### src/rtl/exc_commit_pkg.sv
// Shared definitions for the exception commit block: ExcType codes, ExcCode values,
// CP0 addresses, Status/Cause field positions, vector offsets and the pending-request record.
package exc_commit_pkg;

    localparam int EXC_TYPE_W = 5;

    typedef enum logic [EXC_TYPE_W-1:0] {
        EXC_NONE = 5'd0,
        EXC_INTR = 5'd1,
        EXC_ADEL = 5'd2,
        EXC_ADES = 5'd3,
        EXC_TLBR = 5'd4,
        EXC_TLBI = 5'd5,
        EXC_TLBM = 5'd6,
        EXC_CPU  = 5'd7,
        EXC_RI   = 5'd8,
        EXC_OV   = 5'd9,
        EXC_TRAP = 5'd10,
        EXC_SYSC = 5'd11,
        EXC_BP   = 5'd12,
        EXC_ERET = 5'd13
    } exc_type_e;

    localparam logic [4:0] CODE_INT  = 5'd0;
    localparam logic [4:0] CODE_MOD  = 5'd1;
    localparam logic [4:0] CODE_TLBL = 5'd2;
    localparam logic [4:0] CODE_TLBS = 5'd3;
    localparam logic [4:0] CODE_ADEL = 5'd4;
    localparam logic [4:0] CODE_ADES = 5'd5;
    localparam logic [4:0] CODE_SYS  = 5'd8;
    localparam logic [4:0] CODE_BP   = 5'd9;
    localparam logic [4:0] CODE_RI   = 5'd10;
    localparam logic [4:0] CODE_CPU  = 5'd11;
    localparam logic [4:0] CODE_OV   = 5'd12;
    localparam logic [4:0] CODE_TR   = 5'd13;

    localparam logic [4:0] CP0_STATUS = 5'd12;
    localparam logic [4:0] CP0_EPC    = 5'd14;
    localparam logic [4:0] CP0_EBASE  = 5'd15;

    localparam int STATUS_EXL    = 1;
    localparam int STATUS_ERL    = 2;
    localparam int STATUS_BEV    = 22;
    localparam int CAUSE_EXC_LSB = 2;
    localparam int CAUSE_EXC_MSB = 6;
    localparam int CAUSE_BD      = 31;

    localparam logic [31:0] STATUS_RESET    = (32'd1 << STATUS_BEV) | (32'd1 << STATUS_ERL);
    localparam logic [31:0] EBASE_RESET     = 32'h8000_0000;
    localparam logic [31:0] BEV_BASE_OFS    = 32'h0000_0200;
    localparam logic [31:0] VEC_OFS_TLBR    = 32'h0000_0000;
    localparam logic [31:0] VEC_OFS_GENERAL = 32'h0000_0180;

    typedef struct packed {
        exc_type_e   exc_type;
        logic [31:0] baddr;
        logic        save;
        logic [31:0] pc;
        logic        in_delay;
        logic        is_store;
    } exc_req_t;

    function automatic logic [4:0] exc_code(input exc_type_e t, input logic is_store);
        case (t)
            EXC_INTR:           return CODE_INT;
            EXC_TLBM:           return CODE_MOD;
            EXC_TLBR, EXC_TLBI: return is_store ? CODE_TLBS : CODE_TLBL;
            EXC_ADEL:           return CODE_ADEL;
            EXC_ADES:           return CODE_ADES;
            EXC_SYSC:           return CODE_SYS;
            EXC_BP:             return CODE_BP;
            EXC_RI:             return CODE_RI;
            EXC_CPU:            return CODE_CPU;
            EXC_OV:             return CODE_OV;
            EXC_TRAP:           return CODE_TR;
            default:            return CODE_INT;
        endcase
    endfunction

endpackage

### src/rtl/exc_commit_vector.sv
// Combinational exception vector: base chosen by Status.BEV (boot base or EBase),
// offset 0x000 only for a TLB refill taken with EXL clear, else 0x180.
module exc_vector
    import exc_commit_pkg::*;
#(
    parameter logic [31:0] RESET_VECTOR = 32'hBFC0_0000
) (
    input  exc_type_e   i_exc_type,
    input  logic        i_bev,
    input  logic        i_exl,
    input  logic [19:0] i_ebase_hi,
    output logic [31:0] o_vector
);

    logic [31:0] w_base;
    logic [31:0] w_ofs;

    assign w_base   = i_bev ? (RESET_VECTOR + BEV_BASE_OFS) : {i_ebase_hi, 12'h000};
    assign w_ofs    = (i_exc_type == EXC_TLBR && !i_exl) ? VEC_OFS_TLBR : VEC_OFS_GENERAL;
    assign o_vector = w_base + w_ofs;

endmodule

### src/rtl/exc_commit.sv
// Memory-stage exception/ERET commit: updates CP0 EPC/BadVAddr/Status/Cause and issues a
// one-cycle flush with the redirect target. Define EXC_COMMIT_EBASE_EN to make EBase writable.
module exc_commit
    import exc_commit_pkg::*;
#(
    parameter logic [31:0] RESET_VECTOR = 32'hBFC0_0000
) (
    input  logic        clk,
    input  logic        rst,
    input  logic        exc_flag,
    input  logic [4:0]  exc_type,
    input  logic [31:0] exc_baddr,
    input  logic        exc_save,
    input  logic [31:0] pc,
    input  logic        in_delay,
    input  logic        is_store,
    input  logic        stall,
    input  logic        cp0_we,
    input  logic [4:0]  cp0_waddr,
    input  logic [31:0] cp0_wdata,
    output logic [31:0] epc,
    output logic [31:0] badvaddr,
    output logic [31:0] status,
    output logic [31:0] cause,
    output logic        flush,
    output logic [31:0] redirect_pc,
    output logic        busy
);

    typedef enum logic [1:0] {ST_IDLE, ST_HOLD, ST_FLUSH} state_e;

    state_e      r_state;
    state_e      w_state_nxt;
    exc_req_t    r_pend;
    exc_req_t    w_live;
    exc_req_t    w_req;
    logic        w_live_event;
    logic        w_commit;
    logic        w_latch;
    logic        w_is_eret;
    logic [31:0] w_vector;
    logic [31:0] r_epc;
    logic [31:0] r_badvaddr;
    logic [31:0] r_status;
    logic [31:0] r_cause;
    logic [19:0] r_ebase_hi;
    logic [31:0] r_redirect;

    always_comb begin
        w_live.exc_type = exc_type_e'(exc_type);
        w_live.baddr    = exc_baddr;
        w_live.save     = exc_save;
        w_live.pc       = pc;
        w_live.in_delay = in_delay;
        w_live.is_store = is_store;
    end

    assign w_live_event = exc_flag && (exc_type != EXC_NONE);
    assign w_req        = (r_state == ST_HOLD) ? r_pend : w_live;
    assign w_is_eret    = (w_req.exc_type == EXC_ERET);

    // NOTE: every output of this block gets a default first, so no path can infer a latch.
    always_comb begin
        w_state_nxt = r_state;
        w_commit    = 1'b0;
        w_latch     = 1'b0;
        case (r_state)
            ST_IDLE: begin
                if (w_live_event) begin
                    if (stall) begin
                        w_latch     = 1'b1;
                        w_state_nxt = ST_HOLD;
                    end else begin
                        w_commit    = 1'b1;
                        w_state_nxt = ST_FLUSH;
                    end
                end
            end
            ST_HOLD: begin
                if (!stall) begin
                    w_commit    = 1'b1;
                    w_state_nxt = ST_FLUSH;
                end
            end
            ST_FLUSH: w_state_nxt = ST_IDLE;
            default:  w_state_nxt = ST_IDLE;
        endcase
    end

    always_ff @(posedge clk or posedge rst) begin
        if (rst) begin
            r_state <= ST_IDLE;
        end else begin
            r_state <= w_state_nxt;
        end
    end

    // The pending set is a handful of flops, cleared so a reset mid-event leaves nothing behind.
    always_ff @(posedge clk or posedge rst) begin
        if (rst) begin
            r_pend <= '0;
        end else if (w_latch) begin
            r_pend <= w_live;
        end
    end

    exc_vector #(
        .RESET_VECTOR (RESET_VECTOR)
    ) u_vector (
        .i_exc_type (w_req.exc_type),
        .i_bev      (r_status[STATUS_BEV]),
        .i_exl      (r_status[STATUS_EXL]),
        .i_ebase_hi (r_ebase_hi),
        .o_vector   (w_vector)
    );

    // NOTE: non-blocking assignments; the commit updates are written after the MTC0 write so the
    // later assignment to an overlapping field takes effect and the commit wins.
    always_ff @(posedge clk or posedge rst) begin
        if (rst) begin
            r_epc      <= '0;
            r_badvaddr <= '0;
            r_cause    <= '0;
            r_status   <= STATUS_RESET;
            r_ebase_hi <= EBASE_RESET[31:12];
            r_redirect <= '0;
        end else begin
            if (cp0_we) begin
                case (cp0_waddr)
                    CP0_EPC:    r_epc    <= cp0_wdata;
                    CP0_STATUS: r_status <= cp0_wdata;
`ifdef EXC_COMMIT_EBASE_EN
                    CP0_EBASE:  r_ebase_hi <= {2'b10, cp0_wdata[29:12]};
`endif
                    default: ;
                endcase
            end
            if (w_commit) begin
                if (w_is_eret) begin
                    r_status[STATUS_EXL] <= 1'b0;
                    r_redirect           <= r_epc;
                end else begin
                    r_status[STATUS_EXL]                  <= 1'b1;
                    r_cause[CAUSE_EXC_MSB:CAUSE_EXC_LSB]  <= exc_code(w_req.exc_type, w_req.is_store);
                    r_redirect                            <= w_vector;
                    // A nested exception (EXL already set) must not clobber the original return point.
                    if (!r_status[STATUS_EXL]) begin
                        r_epc             <= w_req.in_delay ? (w_req.pc - 32'd4) : w_req.pc;
                        r_cause[CAUSE_BD] <= w_req.in_delay;
                    end
                    if (w_req.save) begin
                        r_badvaddr <= w_req.baddr;
                    end
                end
            end
        end
    end

    assign epc         = r_epc;
    assign badvaddr    = r_badvaddr;
    assign status      = r_status;
    assign cause       = r_cause;
    assign redirect_pc = r_redirect;
    assign flush       = (r_state == ST_FLUSH);
    assign busy        = (r_state != ST_IDLE);

endmodule

### config.mk
export PLATFORM = sky130hd
export DESIGN_NAME = exc_commit
export DESIGN_NICKNAME = d
export VERILOG_FILES = /design/src/rtl/exc_commit_pkg.sv /design/src/rtl/exc_commit_vector.sv /design/src/rtl/exc_commit.sv
export SDC_FILE = /design/constraint.sdc
export NUM_CORES = 1
export LEC_CHECK = 0
export ABC_AREA = 1
export ABC_CLOCK_PERIOD_IN_PS = 7200
export CAP_MARGIN = 20
export CELL_PAD_IN_SITES_DETAIL_PLACEMENT = 0
export CELL_PAD_IN_SITES_GLOBAL_PLACEMENT = 1
export CORE_MARGIN = 2
export CORE_UTILIZATION = 35
export DETAILED_ROUTE_END_ITERATION = 8
export HOLD_SLACK_MARGIN = 0.08
export MAX_ROUTING_LAYER = met4
export PLACE_DENSITY = 0.85
export SLEW_MARGIN = 10
export SYNTH_ARGS = -nofsm -noshare
export SYNTH_HDL_FRONTEND = slang
export SYNTH_SLANG_ARGS = --single-unit
export TNS_END_PERCENT = 10
### constraint.sdc
create_clock -name clk -period 7.2 [get_ports clk]
set_input_delay 1.08 -clock clk [delete_from_list [all_inputs] [get_ports clk]]
set_output_delay 1.08 -clock clk [all_outputs]
set_load 0.02 [all_outputs]
==> results.json <==
{
  "synthAoiAreaFrac_pct": 11.8,
  "antenna_found_initial": 2,
  "drv_slew": 0,
  "die_y_um": 177,
  "first_global_vias": 8777,
  "synth_cells": 1383,
  "crit_end": "epc[11]",
  "lay_top_count": "nand2_1",
  "xor_share_pct": 1.17,
  "crit_buf_inv": 6,
  "nNetsFinal": 1713,
  "reg2reg_slack_ns": 3.62,
  "p_leak_nw": 6.80,
  "largest_reg_flops": 72,
  "fp_util_pct": 35.5,
  "drt_iter0_drc": 566,
  "adder_share_pct": 0.119,
  "first_pass_iters": 5,
  "tightest_slew_ns": 0.949,
  "drc": 0,
  "final.setup.tns_ns": 0,
  "yosysCellCount": 1383,
  "arrival_ns": 4.33,
  "cts-root-buf": "clkbuf_16",
  "maxSlewHeadroom_pct": 36.7,
  "reg2reg_to": "epc[11]",
  "p_per_area_nw_per_um2": 344,
  "setup_viol": 0,
  "postCtsHoldBufs": 0,
  "cpMostUsedCell": "inv_1",
  "hold_path.class": "reg2reg",
  "criticalPathCategory": "in2reg",
  "ys.flops": 207,
  "max_freq_ghz": 0.254,
  "ys_warn_count": 46,
  "area_leaders": "dfrtp_1 49%, nand2_1 17%, o21ai_0 8.0%, inv_1 6.2%, nand3_1 2.8%",
  "peakVddDrop_uv": 223,
  "warning_count": 28,
  "seq_area_frac_synth_pct": 49.3,
  "area_growth_pct": 32.3,
  "place_area_um2": 13100,
  "netlist_logic_family_top": "simple AND/OR/NAND/NOR gates",
  "totalPowerFinal_mw": 4.78,
  "critical-path-top-delay-family": "buffers and inverters",
  "cts-resized-gates": 0,
  "place_congestion": 0.889,
  "die_x_um": 177,
  "hold_violations": 0,
  "hp-start": "status[31]",
  "ctsHtreeMaxLevel": 1,
  "synth_top_cell_by_area": "dfrtp_1",
  "cts_tree": "done",
  "endpoint_kind": "flop",
  "layout_top_cells": "463 x nand2_1, 248 x clkdlybuf4s50_1, 205 x dfrtp_1, 174 x inv_1, 168 x o21ai_0",
  "synth_cell_types": 39,
  "largest-register": "r_pend",
  "rsz0062_at_grt": "no",
  "drt.antenna.violating_nets": 0,
  "clock.latency.late_pin_ns": 0.53,
  "synthSimpleGateAreaFrac_pct": 24.6,
  "synthMuxAreaShare_pct": 1.30,
  "path_cells": "clkdlybuf4s50_1, inv_1, nand3_1, o21ai_0, inv_1, nand3_1, nand2_1, buf_4, inv_1, nor2_4, inv_2, nand2_1, o21ai_1",
  "clock_path_buffers": 3,
  "cp.required_ns": 7.59,
  "grt_usage_pct": 19.7,
  "synth_area_um2": 10500,
  "viasPerCell": 4.64,
  "yosysTopAreaCellShare_pct": 48.8,
  "status": "finished clean",
  "min_period_ns": 3.94,
  "grt_first_pass_wirelength_um": 48200,
  "r2r_start": "r_state[0]",
  "path_clk_slew_ns": 0.06,
  "clkSinkCount": 207,
  "startpoint": "exc_type[4]",
  "syn_area_per_cell_um2": 7.60,
  "cp_max_fo": 40
}
==> cells in the mapped netlist (all sizes together) <==
| cell | count |
|---|---|
| nand4 | 14 |
| nand3 | 58 |
| ha | 1 |
| buf | 63 |
| nor3b | 1 |
| mux2i | 8 |
| conb | 1 |
| mux2 | 5 |
| nand2 | 473 |
| dfstp | 2 |
| nor2 | 76 |
| or2 | 1 |
| a31oi | 3 |
| o31ai | 1 |
| and2 | 1 |
| o21ai | 219 |
| o21a | 1 |
| inv | 181 |
| nor3 | 2 |
| nand3b | 4 |
| xor2 | 10 |
| xnor2 | 4 |
| dfrtp | 205 |
| clkbuf | 31 |
| o22ai | 1 |
| a21oi | 17 |
==> layer usage <==
metal	part of all wire (%)	vias to the layer above	GRT usage [%]
li1	-	4683	-
met1	45	4290	26.7
met2	44	299	29.8
met3	8.3	48	4.86
met4	2.2	0	4.75
met5	0	-	-
==> report_power, final <==
part           switching [mW]  leakage [nW]  internal, mW
clock network           0.490         0.374         0.690
registers               0.269          2.60          1.55
logic                    1.01          3.83         0.769
total                    1.77          6.80          3.01
==> through the flow <==
stage	hold WS, ns	worst slack (ns)	cells	utilization, %
final	0.478	3.26	2007	46.9
after global routing	0.495	2.85	2007	46.9
after CTS	0.480	3.23	2004	46.8
after detailed placement	0.464	2.67	1960	44.3
after global placement	0.458	2.78	1960	44.3
after floorplan	0.444	0.471	1409	-
==> layout make-up <==
| cell class | instances | area [um2] |
|---|---|---|
| fillers | 2990 | 15700 |
| inverters | 181 | 687 |
| diodes | 2 | 5.00 |
| multi-input cells | 927 | 4220 |
| flip-flops and latches | 207 | 5180 |
| repair buffers | 256 | 2560 |
| well taps | 390 | 488 |
| clock buffers | 38 | 724 |
| clock inverters | 6 | 36.3 |
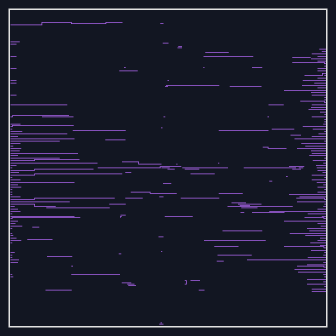
Figure 1: signal wires on met3.
The layer holds 8.3% of the routed length. 209 nets have wire on it. The longest straight run is 49.0 um. The wires run mostly horizontal.
M3 GR Usage: 4.86%
final wirelength: 30,500 um
via count of the routed design: 9,320

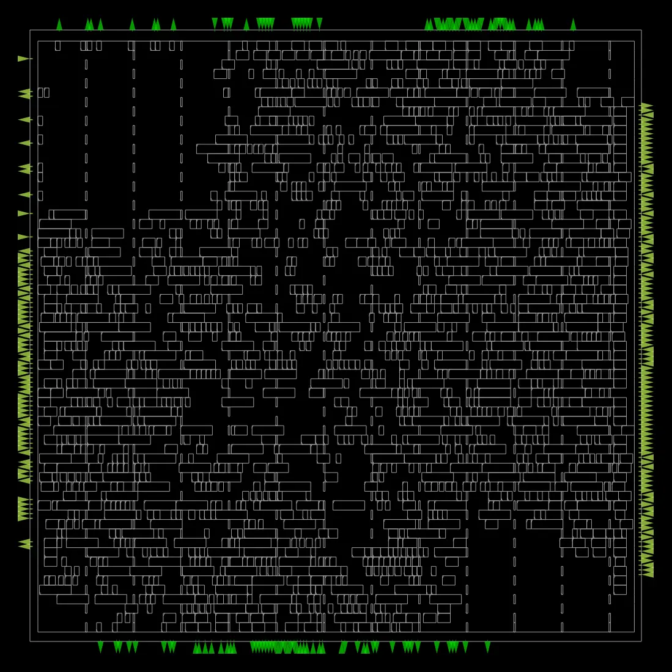
Figure 2: placed standard cells.
Tapcells: 390
Post-Layout Cell Count: 2,007
row count: 63

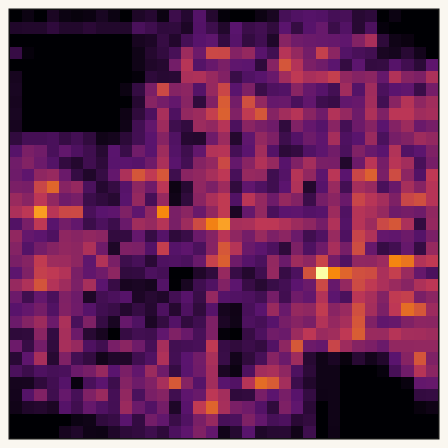
Figure 3: routed metal per tile.
The die is cut into 35 by 35 equal tiles; black is low, pale yellow is high, scaled to the fullest tile. Values are wire area over tile area, all layers added.
The mean over all tiles is 0.16. 6.7% of the tiles are over half the peak. The emptiest ninth of the die: upper left.

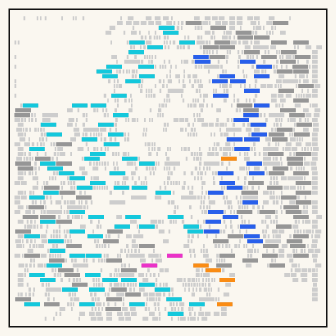
Figure 4: register map, names as in the netlist.
Key: cause = orange [placed flops 5]; epc = blue [placed flops 32]; r_state = magenta [placed flops 2]; r_pend = cyan [placed flops 72]
Another 96 sequential cells are not colored.

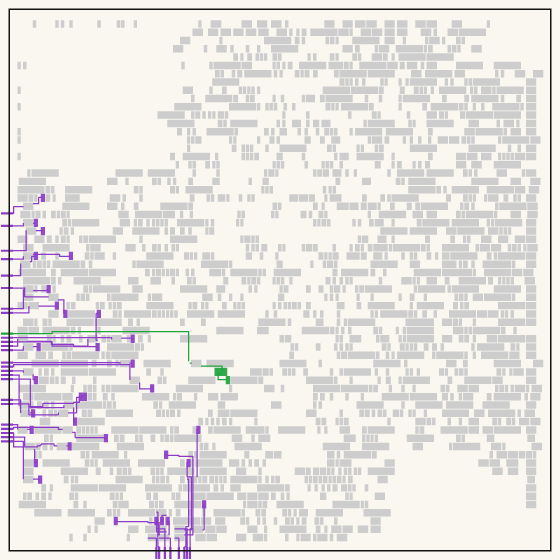
Figure 5: wires at chosen ports, followed through buffers.
Key: exc_save = green [bits 1, direction input, end cells 2, buffers 1, wire 83.3 um]; exc_baddr = purple [bits 32, direction input, end cells 32, buffers 32, wire 710 um]
I/O pin count: 276
number of I/O port buffers: 248

No activity file was given, so power comes from the tool's default toggle rates.
